$ cat src/rtl/mul_norm_seq.sv
// ---------------------------------------------------------------------------
// mul_norm_seq
// Multi-cycle normaliser for the floating-point multiplier datapath. Takes
// the raw 2*MW-bit mantissa product and the biased exponent sum, and
// returns a product whose leading one sits at bit PW-2. The exponent is
// adjusted to match. Left shifts are applied iteratively, at most
// SHIFT_STEP positions per cycle, so the shifter stays narrow.
//
// Ports
//   clk        clock
//   rst        synchronous active-high reset
//   in_valid   operand valid          in_ready   block can accept an operand
//   in_e       biased exponent sum    in_m       raw mantissa product
//   out_valid  result valid           out_ready  downstream accepts result
//   out_e      adjusted exponent      out_m      normalised mantissa
//   out_zero   product was zero       out_ovf    exponent overflow
//   out_unf    exponent underflow
// ---------------------------------------------------------------------------
module mul_norm_seq #(
    parameter int MW         = 24,
    parameter int EW         = 8,
    parameter int SHIFT_STEP = 4
) (
    input  logic                clk,
    input  logic                rst,
    input  logic                in_valid,
    output logic                in_ready,
    input  logic [EW-1:0]       in_e,
    input  logic [2*MW-1:0]     in_m,
    output logic                out_valid,
    input  logic                out_ready,
    output logic [EW-1:0]       out_e,
    output logic [2*MW-1:0]     out_m,
    output logic                out_zero,
    output logic                out_ovf,
    output logic                out_unf
);

    localparam int PW = 2 * MW;
    localparam int KW = $clog2(SHIFT_STEP + 1);
    // Largest exponent that is still representable is one below all-ones.
    localparam logic [EW+1:0] E_MAX = {2'b00, {EW{1'b1}}};

    typedef enum logic [1:0] {
        S_IDLE = 2'd0,
        S_NORM = 2'd1,
        S_DONE = 2'd2
    } state_t;

    state_t          r_state;
    logic [PW-1:0]   r_m;
    logic [EW+1:0]   r_e;      // two's complement, EW+2 bits
    logic            r_zero;
    logic            r_out_valid;
    logic [EW-1:0]   r_out_e;
    logic [PW-1:0]   r_out_m;
    logic            r_out_zero;
    logic            r_out_ovf;
    logic            r_out_unf;

    logic [KW-1:0]   w_k;
    logic [EW+1:0]   w_k_ext;
    logic            w_ovf;
    logic            w_unf;

    // Shift amount for one NORM step: leading-zero count below bit PW-2,
    // capped at SHIFT_STEP. Only the top SHIFT_STEP bits need inspecting,
    // because any longer run is clipped to SHIFT_STEP anyway.
    always_comb begin
        w_k = KW'(SHIFT_STEP);
        for (int j = SHIFT_STEP - 1; j >= 0; j--) begin
            w_k = r_m[PW-2-j] ? KW'(j) : w_k;
        end
    end

    assign w_k_ext = (EW+2)'(w_k);

    // Exponent range classification of the final internal exponent.
    assign w_ovf = (r_e[EW+1] == 1'b0) && (r_e >= E_MAX);
    assign w_unf = (r_e[EW+1] == 1'b1) || (r_e == {(EW+2){1'b0}});

    // Operands are only taken in IDLE, and never while reset is asserted.
    assign in_ready = (r_state == S_IDLE) && !rst;

    assign out_valid = r_out_valid;
    assign out_e     = r_out_e;
    assign out_m     = r_out_m;
    assign out_zero  = r_out_zero;
    assign out_ovf   = r_out_ovf;
    assign out_unf   = r_out_unf;

    // Control FSM, normalisation datapath and registered result.
    always_ff @(posedge clk) begin
        if (rst) begin
            r_state     <= S_IDLE;
            r_m         <= {PW{1'b0}};
            r_e         <= {(EW+2){1'b0}};
            r_zero      <= 1'b0;
            r_out_valid <= 1'b0;
            r_out_e     <= {EW{1'b0}};
            r_out_m     <= {PW{1'b0}};
            r_out_zero  <= 1'b0;
            r_out_ovf   <= 1'b0;
            r_out_unf   <= 1'b0;
        end else begin
            case (r_state)
                S_IDLE: begin
                    if (in_valid) begin
                        r_m     <= in_m;
                        r_e     <= {2'b00, in_e};
                        r_zero  <= 1'b0;
                        r_state <= S_NORM;
                    end
                end
                S_NORM: begin
                    if (r_m == {PW{1'b0}}) begin
                        r_zero  <= 1'b1;
                        r_state <= S_DONE;
                    end else if (r_m[PW-1] == 1'b1) begin
                        // Right shift by one; the dropped bit folds into bit0.
                        r_m     <= {1'b0, r_m[PW-1:2], r_m[1] | r_m[0]};
                        r_e     <= r_e + {{(EW+1){1'b0}}, 1'b1};
                        r_state <= S_DONE;
                    end else if (r_m[PW-2] == 1'b1) begin
                        r_state <= S_DONE;
                    end else begin
                        r_m <= r_m << w_k;
                        r_e <= r_e - w_k_ext;
                    end
                end
                S_DONE: begin
                    // The first DONE cycle loads the result; afterwards it is
                    // held until the downstream handshake.
                    if (!r_out_valid) begin
                        r_out_valid <= 1'b1;
                        r_out_zero  <= 1'b0;
                        r_out_ovf   <= 1'b0;
                        r_out_unf   <= 1'b0;
                        r_out_m     <= r_m;
                        if (r_zero) begin
                            r_out_m    <= {PW{1'b0}};
                            r_out_e    <= {EW{1'b0}};
                            r_out_zero <= 1'b1;
                        end else if (w_ovf) begin
                            r_out_e   <= {EW{1'b1}};
                            r_out_ovf <= 1'b1;
                        end else if (w_unf) begin
                            r_out_e   <= {EW{1'b0}};
                            r_out_unf <= 1'b1;
                        end else begin
                            r_out_e <= r_e[EW-1:0];
                        end
                    end else if (out_ready) begin
                        r_out_valid <= 1'b0;
                        r_state     <= S_IDLE;
                    end
                end
                default: begin
                    r_state <= S_IDLE;
                end
            endcase
        end
    end

endmodule

$ cat config.mk
export PLATFORM = sky130hd
export DESIGN_NAME = mul_norm_seq
export DESIGN_NICKNAME = d
export VERILOG_FILES = /design/src/rtl/mul_norm_seq.sv
export SDC_FILE = /design/constraint.sdc
export NUM_CORES = 1
export LEC_CHECK = 0
export CAP_MARGIN = 25
export CELL_PAD_IN_SITES_DETAIL_PLACEMENT = 1
export CELL_PAD_IN_SITES_GLOBAL_PLACEMENT = 1
export CORE_ASPECT_RATIO = 0.7
export CORE_MARGIN = 8
export CORE_UTILIZATION = 36
export CTS_CLUSTER_DIAMETER = 200
export DETAILED_ROUTE_END_ITERATION = 8
export PLACE_DENSITY = 0.86
export SYNTH_ARGS = -nofsm -noshare
export SYNTH_HDL_FRONTEND = slang
export SYNTH_SLANG_ARGS = --single-unit
export TNS_END_PERCENT = 5
$ cat constraint.sdc
create_clock -name clk -period 2.9 [get_ports clk]
set_clock_uncertainty 0.05 [all_clocks]
set_input_delay 0.58 -clock clk [delete_from_list [all_inputs] [get_ports clk]]
set_output_delay 0.58 -clock clk [all_outputs]
set_load 0.02 [all_outputs]
==> run summary <==
Implementation summary

The total power of the final layout is approximately 6.8 mW. The instance area at placement is 9360 µm². The width of the die is roughly 190 µm. The residual antenna-violating net count after detailed routing is 0. The headroom to the max-slew limit is around half.

By area, the class that comes first in the final layout consists of multi-input combinational cells. The power consumed by combinational cells is about 2.6 mW. The total area of multi-input combinational cells is approximately 4700 µm².

The dominant power group is combinational cells. The critical path in this run is classified as reg2reg. The launch point of the worst reg-to-reg path is r_m[11].

The proportion of layout cells with a drive suffix above 1 is 14.6%. The share of async-settable or async-resettable flops after synthesis is 0%. Setup repair after global routing left no endpoint under its margin. With fillers left out, the area of the finished cells amounts to around 10000 µm².

The adder-cell share of the synthesized area is 1.74%. The final HPWL from detailed placement is between 20 and 25 mm. After synthesis, the largest area contributor takes up a little under a third of total cell area. Per report_power, the combinational group accounts for around 39% of the total. After clock tree synthesis, the repair step resized 0 gates. The first-pass iteration count of the detailed router is 5. The sequential fraction of design power is between 20% and 30%. The total count of hold-check failures in the final report is 0. The total of flip-flops plus latches after synthesis is 121. The flow ran to the end, and the final reports show no timing, DRC or antenna violations. sky130_fd_sc_hd__dfxtp_1 is the most common cell in the netlist.

The wire length of the first global-routing pass is about 50 mm. The number of H-tree branching levels is 4. STA puts the critical path data arrival time at a little over 3 ns. The floorplan core area is 20,800 µm².

The share of synthesized area occupied by flip-flops and latches is about a third. The detailed-route wire length per cell is about 24 µm. The commonest cells after synthesis are sky130_fd_sc_hd__dfxtp_1, sky130_fd_sc_hd__nand2_1, sky130_fd_sc_hd__a21oi_1. The chip area line of the yosys report is about 7600 µm².

The buffering overhead is 18.4%. Per the timing report, the biggest fanout along the worst path comes to 8. As reported, the later end of the worst-skew pair has a clock insertion delay of about 0.43 ns. The dominant cell type by count on the critical path is sky130_fd_sc_hd__buf_4. Per the STA report, the cell with the highest stage delay on the worst path is sky130_fd_sc_hd__nor4_1. The slack of the worst reg-to-reg path is 0.13 ns. The final report lists the setup-violating endpoint count as 0. The number of buffers inserted by post-CTS setup repair is 0. The portion of the layout cell area used by clock cells is ~5.9%. For this design, the CTS-stage hold fixing added 0 buffers. The fraction of the mapped netlist area in simple logic gates is 23.0%. The synthesis run shows multiplexers occupying 9.15% of the cell area. Once the floorplan was initialized, standard cells occupied a little under two fifths of the core.

Counting every sink on the clock net gives about 120. The final layout report lists a filler cell count of 2,468. The total number of placement rows is about 44. Counting along the longest clock path gives a buffer depth of 2. The pin count of the biggest net entering global routing is ~69. In this run the number of cells on the critical path is 8. Clock buffers in the final layout number 19. The largest area contributor in the netlist is sky130_fd_sc_hd__dfxtp_1.

The number of port buffers is around 120. In the final layout, excluding clock inverters the inverter count is 20. The number of violations of the max-capacitance limit is 0. Per the post-synthesis report, the number of cells in the design is between 900 and 1,000. The number of global-route vias before repair is around 8,500. The post-place setup slack is roughly 0.019 ns. The area share of and-or/or-and cells after synthesis is a little over a quarter. The cell sequence reported for the critical path is nor4_1, nand4_1, nor4_4, or2_1, buf_4, nor3_1, buf_4, a221o_1. The power report lists the clock group at 2.14 mW. The number of library cell types mapped by synthesis is roughly 73.

The type recorded for the worst min-delay path is reg2reg. The endpoint required time on the critical path is ~3.2 ns. The global-route total usage across every layer is between 20% and 30%.

In this run the full chip footprint comes out at 26,200 µm². The clock-pin slew on the worst setup and hold paths is around 0.06 ns. The total via count after detailed routing is ~8,600. At the end of routability-driven placement, the weighted congestion stood at between 0.9 and 1. The leakage component of the power is 3.55 nW. The internal portion of the total power is ~4.1 mW. For this block, the routed nets add up to approximately 32 mm of wire.

In the final timing run, aggregate negative setup slack is 0 ns. The largest delay contributor family on the critical path is simple AND/OR/NAND/NOR gates. Based on the critical path, the design can be clocked at up to around 0.36 GHz. The critical path starts at r_m[11]. Dividing the synthesized area by the synthesized cell count gives about 7.9 µm². The power report attributes to the clock group a share of about a third.

The startpoint kind of the worst setup timing path is a flip-flop. After the first detailed-routing iteration, the DRC count stood at just over 900. The total power per unit cell area is slightly below 700 nW/µm². The flop count is around 120. The origin of the worst min-delay path is out_ovf. The longest individual stage delay on the worst path is roughly 0.51 ns. The measured slew at the worst slew-check pin is approximately 0.73 ns.

The buffers plus inverters on the worst setup path is 2.
layer usage:
layer | share of wire [%] | global-route usage (%)
met5 | 0 | 0
met1 | 44 | 33.6
met3 | 11 | 7.26
met2 | 42 | 34.8
met4 | 2.0 | 6.62
cell usage in the layout, fill, tap and decap left out, drive strengths merged, types with 6 or more instances in the layout:
cell type      instances
buf                   75
o32ai                  7
a31oi                 16
nor3                  37
inv                   25
nand3                 14
o21ai                 46
a221oi                 6
a21oi                112
a221o                 18
dfxtp                121
nor2                 104
a211o                  6
clkbuf                19
a22oi                  6
a211oi                25
mux4                  26
mux2i                  9
a311oi                 7
ha                     9
clkdlybuf4s50        119
o221ai                 6
nor4                  15
o31ai                  8
nor3b                 41
o211ai                18
nand2                118
clkinv                 6
**Routing congestion**

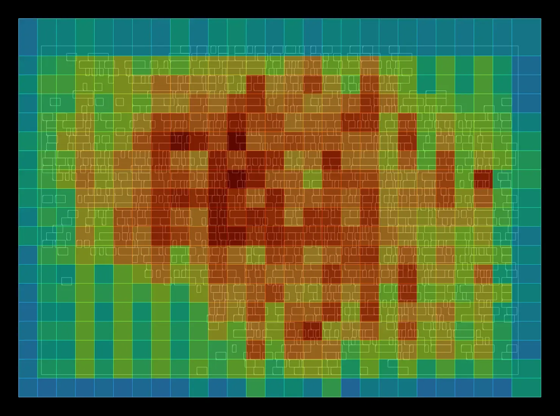
met2 capacity usage during global routing: 34.8%
global routing met1 resource utilization: 33.6%
GR Layer Usage met3: 7.26%

**Selected gate families**

Bar = 50 µm.
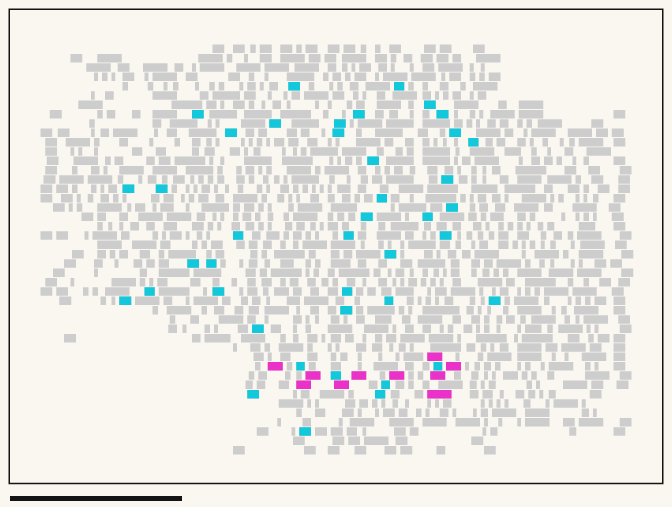
legend:
  AND-OR and OR-AND gates:
    color: cyan
    cells: 41
    most_used: a221o_1
  adder and majority cells:
    color: magenta
    cells: 10
    most_used: ha_1
    where: bottom middle
post-route non-filler standard cell count: 1,364
share of cell area taken by multi-input logic gates: 47.1%

**Sequential cells grouped by signal name**

Bar = 50 µm. Other sequential cells in the stronger gray, the rest of the logic in the fainter gray.
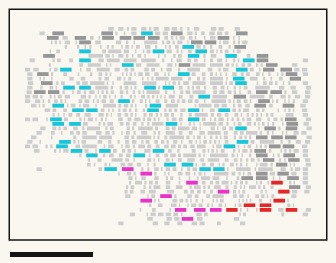
legend:
  r_m:
    color: cyan
    placed_flops: 48
  out_e:
    color: red
    placed_flops: 8
    where: bottom right
  r_e:
    color: magenta
    placed_flops: 10
    where: bottom middle
not colored: 55
Storage cell area: 2420 µm²
flip-flop and latch share of the layout cell area: 24.4%
sequential-cell power consumption: 2.01 mW
final core utilization: 48.0%

Power figures rest on the tool's default switching activity, not on a simulated workload.
